m1.png
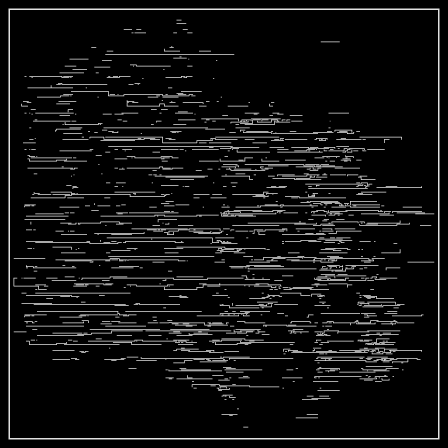
m2.png
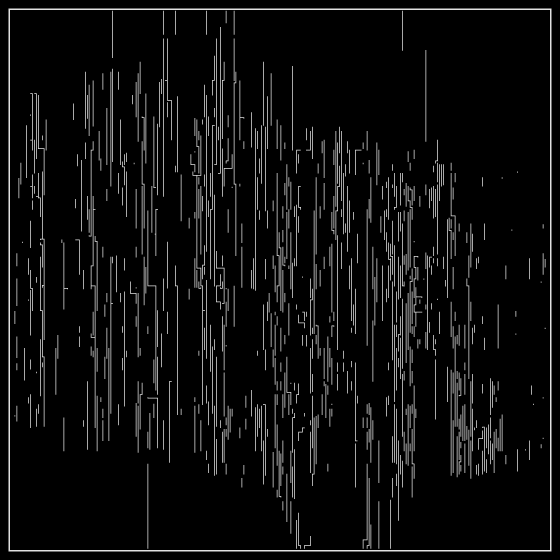
--- src/rtl/tf_call_responder.sv ---
// tf_call_responder: callee side of the call interface; queues requests, checks arity and
// existence, evaluates the function and returns result plus status over a valid/ready channel.
module tf_call_responder #(
    parameter int DEPTH = 4,
    parameter int DW    = 8
) (
    input  logic          clk,
    input  logic          reset,
    input  logic          req_valid,
    output logic          req_ready,
    input  logic [1:0]    req_func,
    input  logic [1:0]    req_argc,
    input  logic [DW-1:0] req_a,
    input  logic [DW-1:0] req_b,
    input  logic          req_void,
    output logic          rsp_valid,
    input  logic          rsp_ready,
    output logic [DW-1:0] rsp_data,
    output logic [1:0]    rsp_status,
    output logic          busy,
    output logic [7:0]    err_count
);
    localparam int AW = $clog2(DEPTH);
    typedef struct packed {
        logic [1:0]    func;
        logic [1:0]    argc;
        logic [DW-1:0] a;
        logic [DW-1:0] b;
        logic          vd;
    } call_t;
    typedef enum logic [1:0] {IDLE, EXEC, RESP} state_t;
    call_t         mem_q [DEPTH];
    call_t         call_q;
    state_t        state_q;
    logic [AW:0]   wr_ptr_q, rd_ptr_q;
    logic          full, empty, push, pop;
    logic [1:0]    arity, status_d;
    logic [DW-1:0] dbl, result_d;
    logic          rsp_valid_q;
    logic [DW-1:0] rsp_data_q;
    logic [1:0]    rsp_status_q;
    logic [7:0]    err_count_q;
    // Extra pointer MSB distinguishes full from empty when the index bits match.
    assign full  = (wr_ptr_q[AW] != rd_ptr_q[AW]) && (wr_ptr_q[AW-1:0] == rd_ptr_q[AW-1:0]);
    assign empty = wr_ptr_q == rd_ptr_q;
    assign push  = req_valid && !full;
    assign pop   = state_q == IDLE && !empty;
    assign req_ready  = !full;
    assign busy       = !empty || state_q != IDLE;
    assign rsp_valid  = rsp_valid_q;
    assign rsp_data   = rsp_data_q;
    assign rsp_status = rsp_status_q;
    assign err_count  = err_count_q;
    always_ff @(posedge clk) begin
        if (push)
            mem_q[wr_ptr_q[AW-1:0]] <= '{req_func, req_argc, req_a, req_b, req_void};
    end
    always_ff @(posedge clk) begin
        if (reset) begin
            wr_ptr_q <= '0;
            rd_ptr_q <= '0;
        end else begin
            if (push)
                wr_ptr_q <= wr_ptr_q + (AW+1)'(1);
            if (pop)
                rd_ptr_q <= rd_ptr_q + (AW+1)'(1);
        end
    end
    // DOUBLE wraps at 4 bits: only a[2:0] survives the shift.
    always_comb begin
        arity    = call_q.func == 2'd0 ? 2'd2 : call_q.func == 2'd1 ? 2'd1 : 2'd0;
        status_d = call_q.func == 2'd3 ? 2'd2 : call_q.argc != arity ? 2'd1 : 2'd0;
        dbl      = {{(DW-4){1'b0}}, call_q.a[2:0], 1'b0};
        result_d = status_d != 2'd0 ? '0 :
                   call_q.func == 2'd0 ? call_q.a + call_q.b :
                   call_q.func == 2'd1 ? dbl : DW'(1);
    end
    always_ff @(posedge clk) begin
        if (reset) begin
            state_q      <= IDLE;
            call_q       <= '0;
            rsp_valid_q  <= 1'b0;
            rsp_data_q   <= '0;
            rsp_status_q <= 2'd0;
            err_count_q  <= 8'd0;
        end else begin
            case (state_q)
                IDLE: if (!empty) begin
                    call_q  <= mem_q[rd_ptr_q[AW-1:0]];
                    state_q <= EXEC;
                end
                EXEC: begin
                    rsp_data_q   <= result_d;
                    rsp_status_q <= status_d;
                    if (status_d != 2'd0 && err_count_q != 8'hFF)
                        err_count_q <= err_count_q + 8'd1;
                    if (call_q.vd && status_d == 2'd0) begin
                        state_q <= IDLE;
                    end else begin
                        rsp_valid_q <= 1'b1;
                        state_q     <= RESP;
                    end
                end
                RESP: if (rsp_ready) begin
                    rsp_valid_q <= 1'b0;
                    state_q     <= IDLE;
                end
                default: state_q <= IDLE;
            endcase
        end
    end
endmodule
--- config.mk ---
export PLATFORM = sky130hd
export DESIGN_NAME = tf_call_responder
export DESIGN_NICKNAME = d
export VERILOG_FILES = /design/src/rtl/tf_call_responder.sv
export SDC_FILE = /design/constraint.sdc
export NUM_CORES = 1
export LEC_CHECK = 0
export CAP_MARGIN = 20
export CORE_UTILIZATION = 35
export DETAILED_ROUTE_END_ITERATION = 8
export HOLD_SLACK_MARGIN = 0.1
export RECOVER_POWER = 50
export SYNTH_ARGS = -nofsm -noshare
export SYNTH_HDL_FRONTEND = slang
export SYNTH_SLANG_ARGS = --single-unit
--- constraint.sdc ---
create_clock -name clk -period 4.6 [get_ports clk]
set_input_delay 1.15 -clock clk [delete_from_list [all_inputs] [get_ports clk]]
set_output_delay 1.15 -clock clk [all_outputs]
set_load 0.02 [all_outputs]
==> impl_metrics.py <==
# Auto-generated metrics
metrics = {
    "logic_synthesis": {
        "postSynthSeqShare": 0.637,
        "post-synth-top-count-cell": "edfxtp_1",
        "ys_sh_aoi": 0.0893,
        "synthSimpleGateAreaFrac": 0.106,
        "numSynthFlops": 132,
        "syn_inst": 405,
        "ys_types": 53,
        "ys_sh_xor": 0.0144,
        "ff_type": "edfxtp_1",
        "ys_sh_adder": 0.0334,
        "postSynth.asyncResetShare": 0,
        "avgSynthCellArea_um2": 13.5,
        "area_leaders": "edfxtp_1, dfxtp_1, mux4_2",
        "fp_nets": 444,
        "syn-cell-area_um2": 5470,
        "edf_count": 84,
        "yosys_area_um2": 5470,
        "ys_warn_count": 0,
        "ys_cells": 405,
        "synth_area_leader_cell": "edfxtp_1",
        "synth.area.mux_share": 0.0923,
        "yosys-top-cells-count": "edfxtp_1, nand2_1, dfxtp_1",
        "topCombFamilyByArea": "simple AND/OR/NAND/NOR gates",
        "top_area_frac": 0.462,
    },
    "critical_path": {
        "required_ns": 3.45,
        "worstPathArrival_ns": 2.28,
        "cp_cell_sequence": "buf_4, xor2_1, nor2_1, nand3_1, clkdlybuf4s50_1",
        "cp-end-kind": "output pin",
        "worstSetupStartpointType": "register",
        "crit_type": "reg -> out",
        "critPathSlowestCell": "clkdlybuf4s50_1",
        "max_stage_delay_ns": 0.60,
        "path_max_fanout": 24,
    },
    "pwr": {
        "p_leak_uw": 0.00229,
        "vdd_drop_max_uv": 321,
        "power_uw": 3710,
        "powerDensity_nw_per_um2": 559,
    },
    "detailed_routing": {
        "top_layer_used": "met4",
        "drt-initial-drc-count": 251,
        "drc": 0,
        "avgViaCountPerCell": 5.08,
        "met1_length_um": 4790,
        "dr.pass1.iters": 4,
        "met2_length_um": 4940,
        "drt-wirelength-per-cell_um": 15.7,
        "num_vias": 3339,
        "route.met3.wl_um": 398,
        "drt_wl_total_um": 10300,
        "drtAntennaViolNets": 0,
    },
    "layout": {
        "diodes": 0,
        "nets": 496,
        "drive_above_1_share": 0.132,
        "stdcell_count": 657,
        "final_util": 0.437,
        "fill_cells": 1393,
        "post-route-cell-area_um2": 6640,
        "syn2layout_area_growth_pct": 21.5,
    },
    "floorplan": {
        "fp_util": 0.360,
        "rows": 45,
        "dieArea_um2": 16100,
        "die_w_um": 127,
        "num_io_pins": 46,
        "coreArea_um2": 15200,
        "die_h_um": 127,
    },
    "place": {
        "dp_slack_ns": 1.39,
        "placed_cell_area_um2": 6100,
        "portBuffers": 45,
        "hpwl_um": 6920,
        "gp_congestion": 0.752,
        "placed_cells": 626,
    },
    "sta": {
        "fin_ws_ns": 1.17,
        "post-route-min-period_ns": 3.43,
        "fin_tns_setup_ns": 0,
        "rsz0062_at_grt": "no",
        "finClkSkew_ns": 0.00808,
        "hold_violations": 0,
        "hold_ws_ns": 0.450,
        "fin_crit_sh": 0.746,
        "setup_viol": 0,
        "worstMarginPinSlew_ns": 1.30,
        "slew_headroom": 0.131,
        "timing.fmax_mhz": 291,
        "finalMaxSlewViolations": 0,
    },
    "grt": {
        "use_met1": 0.171,
        "grt_max_degree": 29,
        "grt_usage": 0.140,
        "met2_usage": 0.228,
        "grt_pass1_vias": 3386,
        "grtUsageMet3": 0.0422,
        "grt_busiest_layer": "met2",
        "overflow": 0,
        "antenna_found_initial": 0,
        "grt_pass1_wl_um": 16900,
    },
    "clocking": {
        "cts_max_level": 4,
        "post_cts_buffers": 0,
        "cts_tree": "yes",
        "clk-insertion-delay-late_ns": 0.42,
        "cts_resized": 0,
        "cts-buffers-inserted": 17,
        "clkTransAtPathRegs_ns": 0.06,
        "root_buffer": "clkbuf_16",
        "cts_num_sinks": 132,
        "hold_buffers": 0,
        "clockBufferDepth": 2,
    },
    "job": {
        "max_cap_violations": 0,
        "log.warning_count": 29,
    },
    "hold_path": {
        "hold_path_class": "reg -> reg",
    },
    "outcome": {
        "status": "finished, final reports clean",
    },
}
-- m1.png (at the start) --
The wires run mostly horizontal. 459 nets have wire on it. The layer holds 46% of the routed length.

-- m2.png (at the start) --
The layer carries 4940 um of wire. The longest straight run is 38.1 um.

layout by cell type, fill, tap and decap left out, drive strengths merged, types with 7 or more instances in the layout:
cell type       n
nand2          60
nor2           16
nand3          10
dfxtp          48
dlygate4sd3    22
mux4           21
edfxtp         84
clkdlybuf4s50  23
a21oi          41
clkinv          8
inv            15
clkbuf         20
o21ai           7
ha             13
worst paths after layout:
kind | startpoint | endpoint | slack [ns] | cells past startpoint
max | rd_ptr_q[0] | busy | 1.17 | 5
min | rsp_data[7] | rsp_data[7] | 0.45 | 2
max reg2reg | rd_ptr_q[0] | mem_q[2][19] | 1.93 | 4
min reg2reg | rsp_data[7] | rsp_data[7] | 0.45 | 2
cell families (layout without fill, tap and decap cells):
logic type / count (synthesis) / in the layout
buffers and inverters: 32 / 96
XOR/XNOR: 9 / 9
adder cells (fa/ha/maj): 14 / 14
AND/OR/NAND/NOR: 117 / 117
multiplexers: 24 / 24
flip-flops: 132 / 132
AND-OR/OR-AND: 77 / 77
power breakdown:
group	total, uW	switching [uW]	internal (uW)
logic	954	548	406
clock network	1230	491	736
registers	1530	113	1410
total	3710	1150	2560
state kept, by name (all words and copies together) (netlist names):
register    cells
call_q         21
err_count       8
mem_q          84
rd_ptr_q        3
rsp_data        8
rsp_status      2
rsp_valid       1
state_q         2
wr_ptr_q        3
worst max-delay path: cells and delay by family (launching register included):
kind | cells | cell delay [ns]
and+or+nand+nor | 2 | 0.20
DFF | 1 | 0.31
buffers and inverters | 2 | 1.00
xor gates and xnor gates | 1 | 0.35
area by class of cell:
cell class                 count  area (um2)  share of cell area
clock buffer                  18         429              0.0647
clock inverter                13         111              0.0168
inverter                      13        48.8             0.00735
multi-input combinational    241        1830               0.276
sequential                   132        3480               0.525
tap                          188         235              0.0354
timing repair buffer          52         495              0.0746
No activity file was given, so power comes from the tool's default toggle rates.
